$ cat config.mk
export PLATFORM = sky130hd
export DESIGN_NAME = mips_multi_ctrl
export DESIGN_NICKNAME = d
export VERILOG_FILES = /design/src/rtl/mips_multi_ctrl.sv
export SDC_FILE = /design/constraint.sdc
export NUM_CORES = 1
export LEC_CHECK = 0
export CAP_MARGIN = 20
export CORE_ASPECT_RATIO = 0.9
export CORE_MARGIN = 1.5
export CORE_UTILIZATION = 40
export CTS_BUF_LIST = sky130_fd_sc_hd__clkbuf_8 sky130_fd_sc_hd__clkbuf_16
export CTS_CLUSTER_DIAMETER = 100
export DETAILED_ROUTE_END_ITERATION = 10
export PLACE_DENSITY = 0.76
export SYNTH_ARGS = -nofsm -noshare
export SYNTH_HDL_FRONTEND = slang
export SYNTH_SLANG_ARGS = --single-unit
export TNS_END_PERCENT = 20
$ cat constraint.sdc
create_clock -name clk -period 1.9 [get_ports clk]
set_clock_uncertainty 0.1 [all_clocks]
set_input_delay 0.19 -clock clk [delete_from_list [all_inputs] [get_ports clk]]
set_output_delay 0.19 -clock clk [all_outputs]
set_load 0.02 [all_outputs]
$ cat src/rtl/mips_multi_ctrl.sv
// Multicycle MIPS control: Moore main FSM plus ALU decoder.
// Drives the PC enable/select, memory, IR, register-file and ALU controls.
module mips_multi_ctrl #(
  parameter int OPW = 6,
  parameter int FNW = 6
) (
  input  logic           clk,
  input  logic           reset,
  input  logic [OPW-1:0] op,
  input  logic [FNW-1:0] funct,
  input  logic           zero,
  output logic           pc_en,
  output logic [1:0]     pc_src,
  output logic           iord,
  output logic           mem_write,
  output logic           ir_write,
  output logic           reg_dst,
  output logic           mem_to_reg,
  output logic           reg_write,
  output logic           alu_src_a,
  output logic [1:0]     alu_src_b,
  output logic [2:0]     alu_control,
  output logic [3:0]     state
);

  typedef enum logic [3:0] {
    S_FETCH  = 4'd0,
    S_DECODE = 4'd1,
    S_MEMADR = 4'd2,
    S_MEMRD  = 4'd3,
    S_MEMWB  = 4'd4,
    S_MEMWR  = 4'd5,
    S_EXEC   = 4'd6,
    S_ALUWB  = 4'd7,
    S_BRANCH = 4'd8,
    S_ADDIEX = 4'd9,
    S_ADDIWB = 4'd10,
    S_JUMP   = 4'd11
  } state_e;

  typedef struct packed {
    logic       pc_write;
    logic       branch;
    logic       iord;
    logic       mem_write;
    logic       ir_write;
    logic       reg_dst;
    logic       mem_to_reg;
    logic       reg_write;
    logic       alu_src_a;
    logic [1:0] alu_src_b;
    logic [1:0] pc_src;
    logic [1:0] aluop;
  } ctrl_t;

  localparam logic [OPW-1:0] OP_RTYPE = OPW'(6'h00);
  localparam logic [OPW-1:0] OP_J     = OPW'(6'h02);
  localparam logic [OPW-1:0] OP_BEQ   = OPW'(6'h04);
  localparam logic [OPW-1:0] OP_ADDI  = OPW'(6'h08);
  localparam logic [OPW-1:0] OP_LW    = OPW'(6'h23);
  localparam logic [OPW-1:0] OP_SW    = OPW'(6'h2B);

  localparam logic [FNW-1:0] FN_ADD = FNW'(6'h20);
  localparam logic [FNW-1:0] FN_SUB = FNW'(6'h22);
  localparam logic [FNW-1:0] FN_AND = FNW'(6'h24);
  localparam logic [FNW-1:0] FN_OR  = FNW'(6'h25);
  localparam logic [FNW-1:0] FN_SLT = FNW'(6'h2A);

  state_e state_q, state_d;
  ctrl_t  ctrl_q, ctrl_d;

  // Decode of the state about to be entered, so the registered
  // outputs line up with state_q as a pure Moore decode.
  function automatic ctrl_t decode(input state_e s);
    ctrl_t c;
    c = '0;
    case (s)
      S_FETCH: begin
        c.alu_src_b = 2'b01;
        c.ir_write  = 1'b1;
        c.pc_write  = 1'b1;
      end
      S_DECODE: c.alu_src_b = 2'b11;
      S_MEMADR, S_ADDIEX: begin
        c.alu_src_a = 1'b1;
        c.alu_src_b = 2'b10;
      end
      S_MEMRD: c.iord = 1'b1;
      S_MEMWB: begin
        c.mem_to_reg = 1'b1;
        c.reg_write  = 1'b1;
      end
      S_MEMWR: begin
        c.iord      = 1'b1;
        c.mem_write = 1'b1;
      end
      S_EXEC: begin
        c.alu_src_a = 1'b1;
        c.aluop     = 2'b10;
      end
      S_ALUWB: begin
        c.reg_dst   = 1'b1;
        c.reg_write = 1'b1;
      end
      S_BRANCH: begin
        c.alu_src_a = 1'b1;
        c.aluop     = 2'b01;
        c.pc_src    = 2'b01;
        c.branch    = 1'b1;
      end
      S_ADDIWB: c.reg_write = 1'b1;
      S_JUMP: begin
        c.pc_src   = 2'b10;
        c.pc_write = 1'b1;
      end
      default: c = '0;
    endcase
    return c;
  endfunction

  always_comb begin
    state_d = S_FETCH;
    case (state_q)
      S_FETCH: state_d = S_DECODE;
      S_DECODE: begin
        if (op == OP_LW || op == OP_SW) state_d = S_MEMADR;
        else if (op == OP_RTYPE)        state_d = S_EXEC;
        else if (op == OP_BEQ)          state_d = S_BRANCH;
        else if (op == OP_ADDI)         state_d = S_ADDIEX;
        else if (op == OP_J)            state_d = S_JUMP;
        else                            state_d = S_FETCH;
      end
      S_MEMADR: state_d = (op == OP_LW) ? S_MEMRD : S_MEMWR;
      S_MEMRD:  state_d = S_MEMWB;
      S_EXEC:   state_d = S_ALUWB;
      S_ADDIEX: state_d = S_ADDIWB;
      default:  state_d = S_FETCH;
    endcase
    ctrl_d = decode(state_d);
  end

  always_ff @(posedge clk) begin
    if (reset) begin
      state_q <= S_FETCH;
      ctrl_q  <= decode(S_FETCH);
    end else begin
      state_q <= state_d;
      ctrl_q  <= ctrl_d;
    end
  end

  always_comb begin
    alu_control = 3'b010;
    case (ctrl_q.aluop)
      2'b00: alu_control = 3'b010;
      2'b01: alu_control = 3'b110;
      default: begin
        if (funct == FN_ADD)      alu_control = 3'b010;
        else if (funct == FN_SUB) alu_control = 3'b110;
        else if (funct == FN_AND) alu_control = 3'b000;
        else if (funct == FN_OR)  alu_control = 3'b001;
        else if (funct == FN_SLT) alu_control = 3'b111;
        else                      alu_control = 3'b010;
      end
    endcase
  end

  // Strobes are gated by reset directly so nothing writes while it is held.
  assign pc_en      = ~reset & (ctrl_q.pc_write | (ctrl_q.branch & zero));
  assign ir_write   = ~reset & ctrl_q.ir_write;
  assign mem_write  = ~reset & ctrl_q.mem_write;
  assign reg_write  = ~reset & ctrl_q.reg_write;
  assign pc_src     = ctrl_q.pc_src;
  assign iord       = ctrl_q.iord;
  assign reg_dst    = ctrl_q.reg_dst;
  assign mem_to_reg = ctrl_q.mem_to_reg;
  assign alu_src_a  = ctrl_q.alu_src_a;
  assign alu_src_b  = ctrl_q.alu_src_b;
  assign state      = state_q;

endmodule
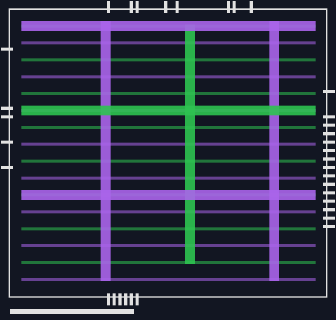
run_1/floorplan.png
The bar under the picture is 20 µm long. Pins as bars on the die edge.
VSS -> purple
VDD -> green
met5 straps = 3
rows = 15
signal pins = 34
met1 rails = 16
met4 straps = 3
Die X: 50.90 µm
maximum vdd drop: 503.7 µV
Core Footprint: 1933 µm²
Die Y-Extent: 46.11 µm

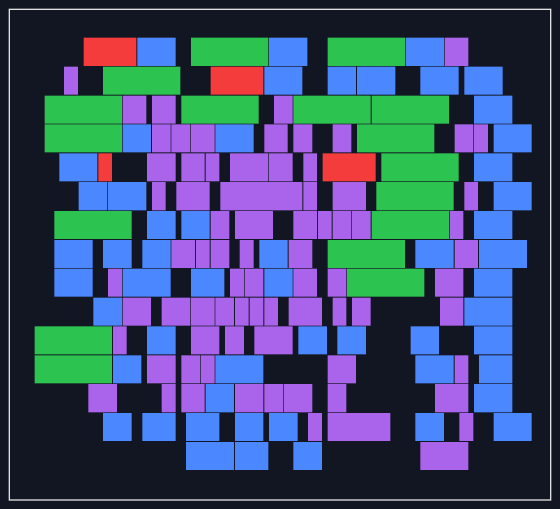
run_1/class_map.png
registers -> green  # cells 17
remaining buffers and delay cells -> blue  # cells 54
remaining logic cells -> purple  # cells 76
clock drivers and dummy loads -> red  # cells 4
Seq/total area: 24.82%
final core occ: 70.94%
fin area: 1371 µm²
Rows: 15

==> results_slide.txt, run 1 <==
Flow Results at a Glance

Floorplanning
  – IO Count: 34
  – Die ar.: roughly 2300 µm²

Final layout
  – Number of non-clock inverters: 5
  – Clkbuf count: 3
  – Share of cells above drive strength 1: 20.53%
  – Flop count: 17
  – Area delta synth->final: 66.06%
  – Largest class: buffers
  – FILL cells: 158
  – # diodes: 0
  – Flop area: ~340 µm²
  – Layout Nets: between 150 and 200
  – Comb area share: about a third
  – Bufs w/o clock: 54
  – Final cell count without fillers: between 150 and 200
  – Most frequent cells in the layout: clkdlybuf4s50_1, buf_4, dfxtp_1
  – MI comb area: between 400 and 500 µm²
  – Top reg by flops: ctrl_q
  – Clock network area share: 3.285%

Power and ir drop
  – Seq pwr share: between 40 and 50%
  – PwrDens: 562.3 nW/µm²
  – P_sw: 0.1819 mW
  – Overall power: about 0.77 mW
  – Main power group: registers
  – Seq power: 0.370 mW
  – Lkg Pwr: 0.6089 nW
  – Combinational power share: between 10% and 20%
  – Cell-internal power: ~0.59 mW
  – Combinational logic power: 0.152 mW

Routing
  – Via count: between 900 and 1000
  – Final ANT Viol Nets: 0
  – Met3 routed wirelength: around 110 µm
  – Drt total wl: 2258 µm
  – 1st-pass router iterations: 4
  – Metal-1 WL: just under 1000 µm
  – Max Used Layer: met4
  – DR WL met2: between 1000 and 1500 µm
  – Drt initial violations: 21
  – Post-DR vias/cell: 5.295

Clocking
  – Root Buffer: clkbuf_8
  – CTS Hold Bufs: 0
  – Htree depth: 1
  – CTS tree: built
  – Count of cells resized by post-cts repair: 6
  – CTS max path bufs: 2
  – Clock Sinks: 17
  – CTS Buf Count: 3

Synthesis
  – Post-synth top cells: dfxtp_1, nor2_1, nand3_1, nor3_1
  – YS chip area: just over 800 µm²
  – Flops after synth: 17
  – Distinct cells, synth: 35
  – Mean Syn Cell Area: roughly 8.3 µm²
  – Complex Gates by Area: between 15 and 20%
  – Largest area contributor in the netlist: dfxtp_1
  – Seq/Total Area, Yosys: around two fifths
  – Synth Flop Type: dfxtp_1
  – Yosys stat cell total: slightly below 100
  – Synth async-reset ratio: 0%
  – XORs/XNORs by Area: roughly 1.1%
  – Floorplan Nets: between 100 and 150
  – Top-count cell post-synth: dfxtp_1
  – Post-Synthesis Cells: around 99
  – Top cells, area: dfxtp_1, nor2_1, nand3_1, nor3_1, buf_4

Setup path
  – Worst stage delay on the critical path: about 0.49 ns
  – Critical path data arrival time: roughly 1.9 ns
  – Crit path max-delay family: simple AND/OR/NAND/NOR gates
  – Buf+Inv Stages, Crit Path: 1
  – Critical Path Slowest Stage Cell: or4_1
  – Reg-to-Reg End: alu_src_b[1]$_SDFF_PP0_
  – Worst reg2reg path startpoint: state[1]$_SDFF_PP0_
  – FF-to-FF path depth: 6
  – Crit end category: flop
  – Crit path kind: input port to flop
  – Worst Setup SP: op[0]
  – Worst Setup Start Kind: input port
  – CP Max Fanout: 3

Final timing
  – Final Setup Violations: 0
  – Worst slew pin tran: 0.3895 ns
  – Worst slew margin: between 70% and 80%
  – Final Max-Slew Violation Tally: 0
  – Final worst setup slack: just under 0.06 ns
  – Fin Hold WS: between 0.4 and 0.5 ns
  – Maximum clock frequency: about 540 MHz
  – Cycle use final: 96.95%
  – Final hold violation count: 0
  – RSZ-0062 raised after global routing: yes
  – Setup TNS: 0 ns

Place
  – IO Port Bufs: 33
  – GP Congestion: about 0.86
  – Setup WS pre-CTS: -0.4098 ns

Global routing
  – Congestion Overflow GR: 0
  – Vias in the first global route: about 860
  – Initial antenna violation count: 0
  – Grt peak-use layer: met2
  – First-pass GRT wire length: about 3500 µm
  – M2 GR Usage: between 30% and 40%
  – Met1 Usage GRT: 21.86%
  – Met3 Resource Use GR: under 10%
  – Total track usage: between 20% and 30%

Run status
  – Status: complete, no violations

Worst hold path
  – Worst hold path class: input port to flop
  – Hold_sp: op[1]

Flow run
  – Max-cap violations: 0
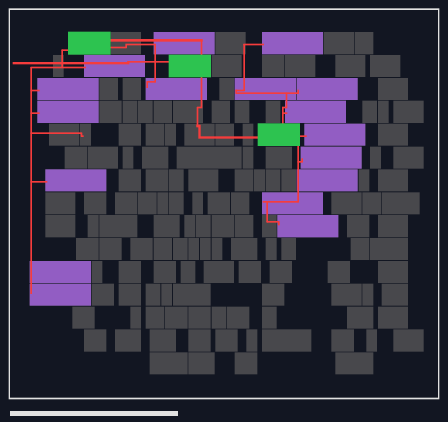
run_1/clock_wires.png
The bar under the picture is 20 µm long.
clock-net drivers -> green  # count 3
flip-flops -> purple  # count 17
clock wires -> red  # length 162 µm
routed clock nets = 4
clock network power: 0.248 mW
clock power share: 32.2%

run_1/clock_nets.png
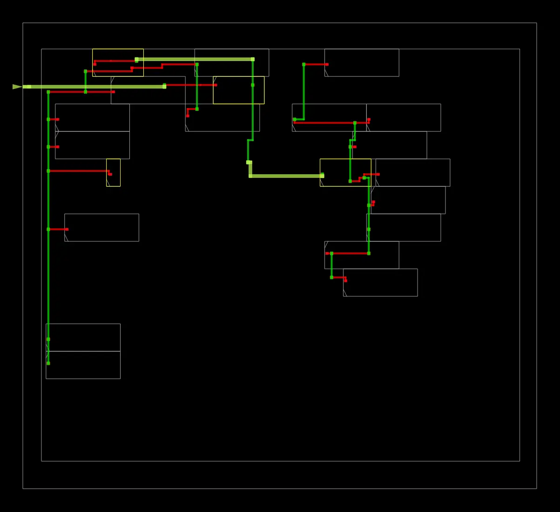

==> inputs of run 2 (changes only) <==
Settings changed: CORE_UTILIZATION 40 to 41, PLACE_DENSITY 0.76 to 0.78.
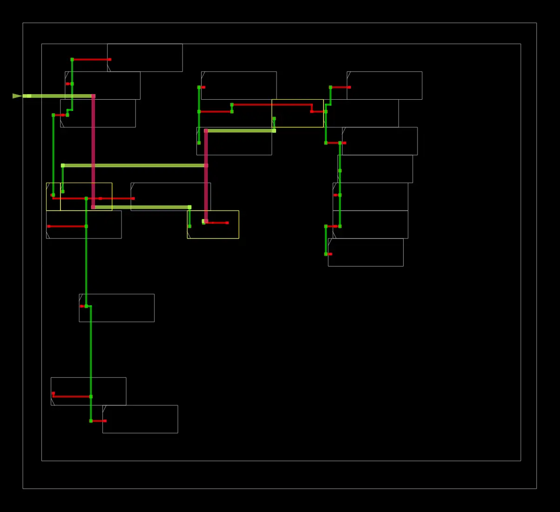
run_2/clock_nets.png
CTS Buf Count: 3
clkbuf count: 3
Clock Sinks: 17

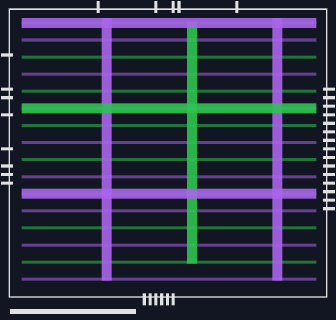
run_2/floorplan.png
The bar under the picture is 20 µm long. Pins as bars on the die edge.
VDD -> green
VSS -> purple
met4 straps = 3
rows = 15
maximum vdd drop: 773.0 µV
Die Y-Extent: 45.58 µm
Core Footprint: 1914 µm²
Die X: 50.31 µm

==> run 2 against run 1 <==
  * Clock power up 2%
  * Setup slack better by 0.059 ns
  * Combinational power is 3% lower
  * Sequential share of layout area grew 0.39 points
==> results_slide.txt, run 2 <==
Flow Results at a Glance

Setup path
  – Levels on crit path: 6
  – Reg-to-Reg End: alu_src_b[1]$_SDFF_PP0_
  – Critical path data arrival time: 1.86 ns (-0.06 ns)
  – Worst Setup SP: op[0]
  – Worst Setup Start Kind: input port
  – Crit path max-delay family: simple AND/OR/NAND/NOR gates
  – Crit path to: alu_src_b[1]$_SDFF_PP0_
  – Critical Path Slowest Stage Cell: or4_1
  – CP Max Fanout: 3 (unchanged)
  – Worst stage delay on the critical path: 0.47 ns (-0.02 ns)
  – Crit path kind: input port to flop
  – Buf+Inv Stages, Crit Path: 1 (unchanged)
  – Critical path data required time: between 1.5 and 2 ns
  – Crit end category: flop
  – Crit-path cells: dlygate4sd2_1 > nor4_4 > nand3_2 > a221o_1 > or4_1 > a31oi_1
  – R2R setup slack: between 0.1 and 0.15 ns
  – FF-to-FF path depth: 6 (unchanged)
  – Worst reg2reg path startpoint: state[1]$_SDFF_PP0_

Power and ir drop
  – PwrDens: 568.3 nW/µm² (+1.1%)
  – Seq pwr share: 48.1% (about the same)
  – Cell-internal power: 0.5853 mW (-0.66%)
  – Lkg Pwr: 0.5729 nW (-5.9%)
  – Overall power: 0.7701 mW (-0.12%)
  – Combinational logic power: 0.147 mW (-3%)
  – Seq power: 0.371 mW (about the same)
  – P_sw: 0.1848 mW (+1.6%)
  – Clock power share: 32.8% (+0.6 points)
  – Clock network power: 0.252 mW (+2%)
  – Main power group: registers
  – Combinational power share: 19.1% (-0.6 points)
  – Sw frac: a little under a quarter

Synthesis
  – Distinct cells, synth: 35 (unchanged)
  – Flops after synth: 17 (unchanged)
  – Mean Syn Cell Area: 8.341 µm² (unchanged)
  – Seq/Total Area, Yosys: 41.21% (unchanged)
  – Largest logic family: simple AND/OR/NAND/NOR gates
  – Number of enable flip-flop cells: 0
  – Post-synthesis mux area share: 0%
  – Top-count cell post-synth: dfxtp_1
  – Floorplan Nets: 114 (unchanged)
  – Synth Area in Simple Gates: roughly a third
  – Yosys stat cell total: 99 (unchanged)
  – Post-synth top cells: dfxtp_1, nor2_1, nand3_1, nor3_1
  – YS chip area: 825.8 µm² (unchanged)
  – Ys Warns: 0
  – Fa+ha+maj area frac: 0%
  – Largest area contributor in the netlist: dfxtp_1
  – Synth Flop Type: dfxtp_1
  – Synth async-reset ratio: 0% (unchanged)
  – Top cells, area: dfxtp_1, nor2_1, nand3_1, nor3_1, buf_4
  – Area leader share: about two fifths
  – Post-Synthesis Cells: 99 (unchanged)
  – XORs/XNORs by Area: 1.061% (unchanged)
  – Netlist Area Pre-Place: slightly above 800 µm²
  – Complex Gates by Area: 17.12% (unchanged)

Final layout
  – Final cell count without fillers: 173 (-1.7%)
  – Area delta synth->final: 64.09%
  – Area share of buffers outside the clock network: between 30% and 40%
  – MI comb area: 452.9 µm² (+2.5%)
  – Layout Nets: 164 (-1.8%)
  – Clock network area share: 3.324% (+0.039 points)
  – Top reg by flops: ctrl_q
  – Flop area: 341.6 µm² (+0.37%)
  – Flop count: 17 (unchanged)
  – Fin area: 1355 µm² (-1.2%)
  – FILL cells: 164 (+3.8%)
  – Seq/total area: 25.21% (+0.39 points)
  – Largest register FFs: 5
  – # diodes: 0 (unchanged)
  – Largest class: buffers
  – Comb area share: 33.43% (+1.2 points)
  – Most frequent cells in the layout: clkdlybuf4s50_1, buf_4, dfxtp_1
  – Final core occ: 70.78% (-0.15 points)
  – Bufs w/o clock: 51 (-5.6%)
  – Number of non-clock inverters: 5 (unchanged)
  – Share of cells above drive strength 1: 20.95% (+0.42 points)
  – Most instantiated logic cell after routing: clkdlybuf4s50_1

Final timing
  – Final Setup Violations: 0 (unchanged)
  – Worst slew margin: 81.31% (+7.3 points)
  – Maximum clock frequency: 560.8 MHz (+3.3%)
  – Post-layout min period: between 1.5 and 2 ns
  – Setup TNS: 0 ns (unchanged)
  – Final worst setup slack: 0.1167 ns (+0.05885 ns)
  – Fin Hold WS: 0.4463 ns (-0.003311 ns)
  – Final Max-Slew Violation Tally: 0 (unchanged)
  – Cycle use final: 93.86% (-3.1 points)
  – RSZ-0062 raised after global routing: no
  – Final hold violation count: 0 (unchanged)
  – Worst slew pin tran: 0.2804 ns (-0.1091 ns)

Routing
  – DRC viols: 0
  – 1st-pass router iterations: 4 (unchanged)
  – Metal-1 WL: 963 µm (-1.6%)
  – Via count: 913 (-2.0%)
  – Drt total wl: 2238 µm (-0.89%)
  – DR WL met2: 1061 µm (-3.0%)
  – Post-DR vias/cell: 5.277 (-0.34%)
  – Final ANT Viol Nets: 0 (unchanged)
  – Met3 routed wirelength: 193 µm (+82%)
  – Max Used Layer: met4
  – DR WL/cell: 12.94 µm
  – Drt initial violations: 41 (+95%)

Clocking
  – CTS clk-pin slew, worst paths: 0.06 ns
  – Worst skew pair latency: 0.25 ns
  – Root Buffer: clkbuf_8
  – Count of cells resized by post-cts repair: 10 (+4)
  – CTS tree: built
  – Htree depth: 1 (unchanged)
  – CTS max path bufs: 2 (unchanged)
  – Post-CTS setup buffers: 0
  – CTS Hold Bufs: 0 (unchanged)

Place
  – Setup WS pre-CTS: -0.3488 ns (+0.06102 ns)
  – IO Port Bufs: 33 (unchanged)
  – Post-placement cell count: between 150 and 200
  – Dpl cell area: approximately 1300 µm²
  – GP Congestion: 0.8147 (-5.1%)
  – Dpl hpwl: ~1700 µm

Global routing
  – Met3 Resource Use GR: 6.908% (+1.1 points)
  – M2 GR Usage: 37.89% (-0.79 points)
  – First-pass GRT wire length: 3663 µm (+3.9%)
  – Congestion Overflow GR: 0 (unchanged)
  – Total track usage: 21.30% (+0.93 points)
  – Vias in the first global route: 862 (+0.35%)
  – Pin count of the biggest net entering global routing: 12
  – Met1 Usage GRT: 24.18% (+2.3 points)
  – Grt peak-use layer: met2
  – Initial antenna violation count: 0 (unchanged)

Floorplanning
  – # Taps: 25
  – Die ar.: 2293 µm² (-2.3%)
  – Fp util: between 40% and 50%
  – Rows: 15 (unchanged)
  – IO Count: 34 (unchanged)

Run status
  – Status: complete, no violations

Worst hold path
  – Depth of the worst hold-timing path: 5
  – Hold_sp: op[0]
  – Worst hold path class: input port to flop

Flow run
  – Tool warnings: 27
  – Max-cap violations: 0 (unchanged)
run_2/class_map.png
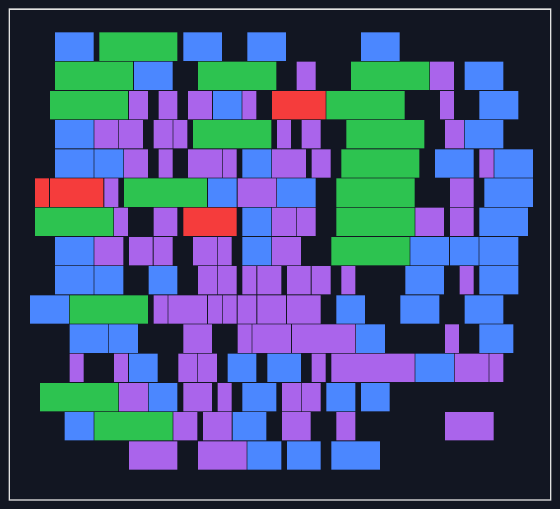

==> inputs of run 3 (changes only) <==
Settings changed: ABC_CLOCK_PERIOD_IN_PS set to 1900, CORE_MARGIN 1.5 to not set.
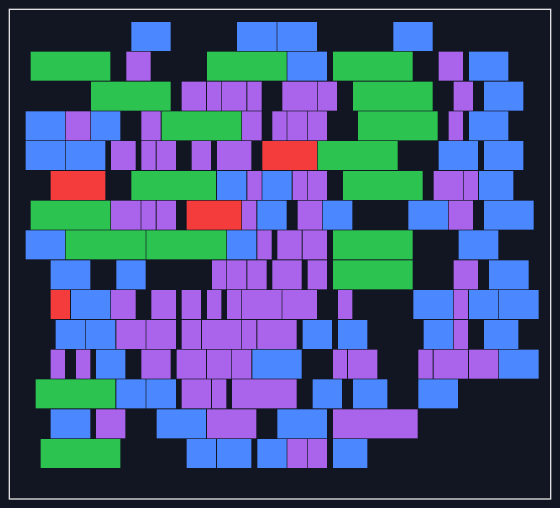
run_3/class_map.png
registers -> green  # cells 17
clock drivers and dummy loads -> red  # cells 4
remaining buffers and delay cells -> blue  # cells 52
remaining logic cells -> purple  # cells 76
final core occ: 70.91%
fin area: 1358 µm²

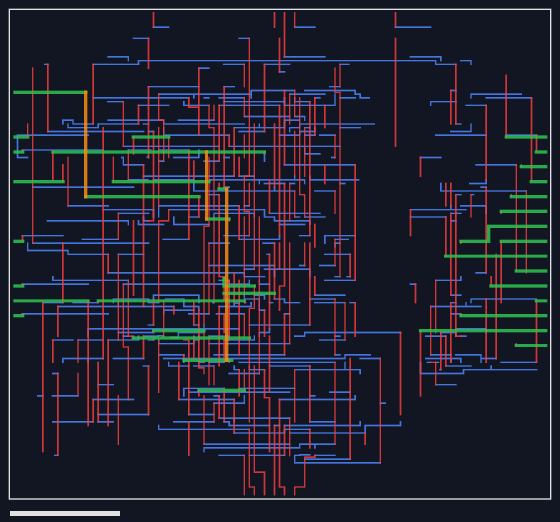
run_3/layers.png
The bar under the picture is 10 µm long.
M2 -> red  # wire length 968 µm
M4 -> orange  # wire length 31.3 µm
M1 -> blue  # wire length 952 µm
M3 -> green  # wire length 178 µm
via count: 919
total track usage: 21.83%
drt total wl: 2129 µm
DR WL/cell: 12.24 µm

==> run 3 against run 2 <==
  * Utilization rose by 0.13 points
  * Via count rose by 0.66%
  * Design area rose by 0.18%
  * Sequential power about the same
  * Non-clock buffer count rose by 1
  * Global-route usage rose by 0.53 points
  * Sequential share of layout area hardly changed
  * Count of clock-buffer cells in the layout unchanged
  * Setup slack got worse by 0.0047 ns
  * Synthesized cell count did not move
  * Clock power is 3% higher
  * Wire length fell by 4.9%
==> results_slide.txt, run 3 <==
Flow Results at a Glance

Worst hold path
  – Worst hold path class: input port to flop
  – Depth of the worst hold-timing path: 5 (unchanged)

Place
  – GP Congestion: 0.8620 (+5.8%)
  – IO Port Bufs: 33 (unchanged)
  – Setup WS pre-CTS: -0.3482 ns (+0.0005360 ns)
  – Dpl hpwl: 1607 µm (-4.8%)
  – Post-placement cell count: 170 (+0.59%)
  – Dpl cell area: 1292 µm² (+0.58%)

Run status
  – Status: complete, no violations

Floorplanning
  – Rows: 15 (unchanged)
  – Fp util: 43.14% (unchanged)
  – IO Count: 34 (unchanged)
  – Core Footprint: 1914 µm² (unchanged)
  – # Taps: 25 (unchanged)
  – Die ar.: 2198 µm² (-4.1%)
  – Die Y-Extent: 44.58 µm (-2.2%)
  – Die X: 49.31 µm (-2.0%)

Power and ir drop
  – Maximum vdd drop: 754.2 µV (-2.4%)
  – Combinational logic power: 0.146 mW (about the same)
  – Main power group: registers
  – Clock power share: 33.5% (+0.7 points)
  – Sw frac: 24.15% (+0.16 points)
  – Clock network power: 0.260 mW (+3%)
  – Seq power: 0.371 mW (about the same)
  – PwrDens: 571.8 nW/µm² (+0.61%)
  – Seq pwr share: 47.7% (-0.4 points)
  – Lkg Pwr: 0.5845 nW (+2.0%)
  – Overall power: 0.7762 mW (+0.79%)
  – P_sw: 0.1875 mW (+1.4%)
  – Combinational power share: 18.8% (-0.3 points)
  – Cell-internal power: 0.5887 mW (+0.58%)

Global routing
  – M2 GR Usage: 38.36% (+0.46 points)
  – Initial antenna violation count: 0 (unchanged)
  – Grt peak-use layer: met2
  – Met3 Resource Use GR: 6.873% (-0.035 points)
  – Vias in the first global route: 880 (+2.1%)
  – Congestion Overflow GR: 0 (unchanged)
  – Met1 Usage GRT: 25.47% (+1.3 points)
  – First-pass GRT wire length: 3663 µm (unchanged)
  – Pin count of the biggest net entering global routing: 12 (unchanged)

Final layout
  – Final cell count without fillers: 174 (+0.58%)
  – Comb area share: 32.63% (-0.80 points)
  – Flop count: 17 (unchanged)
  – Top reg by flops: ctrl_q
  – Clock network area share: 3.410% (+0.086 points)
  – Bufs w/o clock: 52 (+2.0%)
  – Flop area: 341.6 µm² (unchanged)
  – Area delta synth->final: 64.39%
  – MI comb area: 442.9 µm² (-2.2%)
  – Clkbuf count: 3 (unchanged)
  – Most frequent cells in the layout: clkdlybuf4s50_1, buf_4, dfxtp_1
  – Largest register FFs: 5 (unchanged)
  – Area share of buffers outside the clock network: 35.12% (+0.77 points)
  – Share of cells above drive strength 1: 20.81% (-0.14 points)
  – FILL cells: 152 (-7.3%)
  – Seq/total area: 25.16% (-0.046 points)
  – Largest class: buffers
  – Layout Nets: 165 (+0.61%)

Setup path
  – Levels on crit path: 5 (-1)
  – Worst Setup Start Kind: flop
  – Crit path kind: flop to flop
  – Crit path to: ctrl_q[7]$_SDFF_PP0_
  – FF-to-FF path depth: 5 (-1)
  – Crit path max-delay family: simple AND/OR/NAND/NOR gates
  – Worst stage delay on the critical path: 0.33 ns (-0.14 ns)
  – Buf+Inv Stages, Crit Path: 1 (unchanged)
  – Critical path data required time: 1.94 ns (-0.04 ns)
  – CP Max Fanout: 8 (+5)
  – Crit end category: flop
  – Crit-path cells: buf_4 > nor3b_1 > o211ai_1 > and3_1 > o31a_1
  – Critical path data arrival time: 1.83 ns (-0.03 ns)
  – R2R setup slack: 0.11 ns (about the same)
  – Worst Setup SP: state[1]$_SDFF_PP0_
  – Critical Path Slowest Stage Cell: nor3b_1
  – Worst reg2reg path startpoint: state[1]$_SDFF_PP0_
  – Reg-to-Reg End: ctrl_q[7]$_SDFF_PP0_

Final timing
  – Setup TNS: 0 ns (unchanged)
  – Final worst setup slack: 0.1120 ns (-0.004669 ns)
  – Final Setup Violations: 0 (unchanged)
  – Post-layout min period: 1.788 ns (+0.004669 ns)
  – Cycle use final: 94.10% (+0.25 points)
  – Worst slew pin tran: 0.3559 ns (+0.07558 ns)
  – Worst slew margin: 76.22% (-5.1 points)
  – Fin Hold WS: 0.3395 ns (-0.1068 ns)
  – Final Max-Slew Violation Tally: 0 (unchanged)
  – Final hold violation count: 0 (unchanged)
  – Maximum clock frequency: 559.3 MHz (-0.26%)
  – RSZ-0062 raised after global routing: no

Synthesis
  – YS chip area: 825.8 µm² (unchanged)
  – Synth async-reset ratio: 0% (unchanged)
  – Fa+ha+maj area frac: 0% (unchanged)
  – Synth Flop Type: dfxtp_1
  – XORs/XNORs by Area: 1.061% (unchanged)
  – Post-synthesis mux area share: 0% (unchanged)
  – Synth Area in Simple Gates: 33.79% (unchanged)
  – Top cells, area: dfxtp_1, nor2_1, nand3_1, nor3_1, buf_4
  – Post-synth top cells: dfxtp_1, nor2_1, nand3_1, nor3_1
  – Number of enable flip-flop cells: 0 (unchanged)
  – Netlist Area Pre-Place: 825.8 µm² (unchanged)
  – Ys Warns: 0 (unchanged)
  – Distinct cells, synth: 35 (unchanged)
  – Largest area contributor in the netlist: dfxtp_1
  – Area leader share: 41.21% (unchanged)
  – Complex Gates by Area: 17.12% (unchanged)
  – Post-Synthesis Cells: 99 (unchanged)
  – Seq/Total Area, Yosys: 41.21% (unchanged)
  – Flops after synth: 17 (unchanged)
  – Floorplan Nets: 114 (unchanged)
  – Top-count cell post-synth: dfxtp_1
  – Mean Syn Cell Area: 8.341 µm² (unchanged)
  – Largest logic family: simple AND/OR/NAND/NOR gates

Flow run
  – Max-cap violations: 0 (unchanged)
  – Tool warnings: 27 (unchanged)

Clocking
  – Clock Sinks: 17 (unchanged)
  – Htree depth: 1 (unchanged)
  – Worst skew pair latency: 0.25 ns (about the same)
  – Count of cells resized by post-cts repair: 6 (-4)
  – CTS Buf Count: 3 (unchanged)
  – Post-CTS setup buffers: 0 (unchanged)
  – CTS tree: built
  – CTS clk-pin slew, worst paths: 0.06 ns (about the same)
  – CTS Hold Bufs: 0 (unchanged)
  – CTS max path bufs: 2 (unchanged)

Routing
  – DR WL met2: 967 µm (-8.9%)
  – Met3 routed wirelength: 178 µm (-7.8%)
  – DRC viols: 0 (unchanged)
  – Post-DR vias/cell: 5.282 (about the same)
  – Drt initial violations: 22 (-46%)
  – Final ANT Viol Nets: 0 (unchanged)
  – Max Used Layer: met4
  – 1st-pass router iterations: 4 (unchanged)
No activity file was given, so power comes from the tool's default toggle rates.
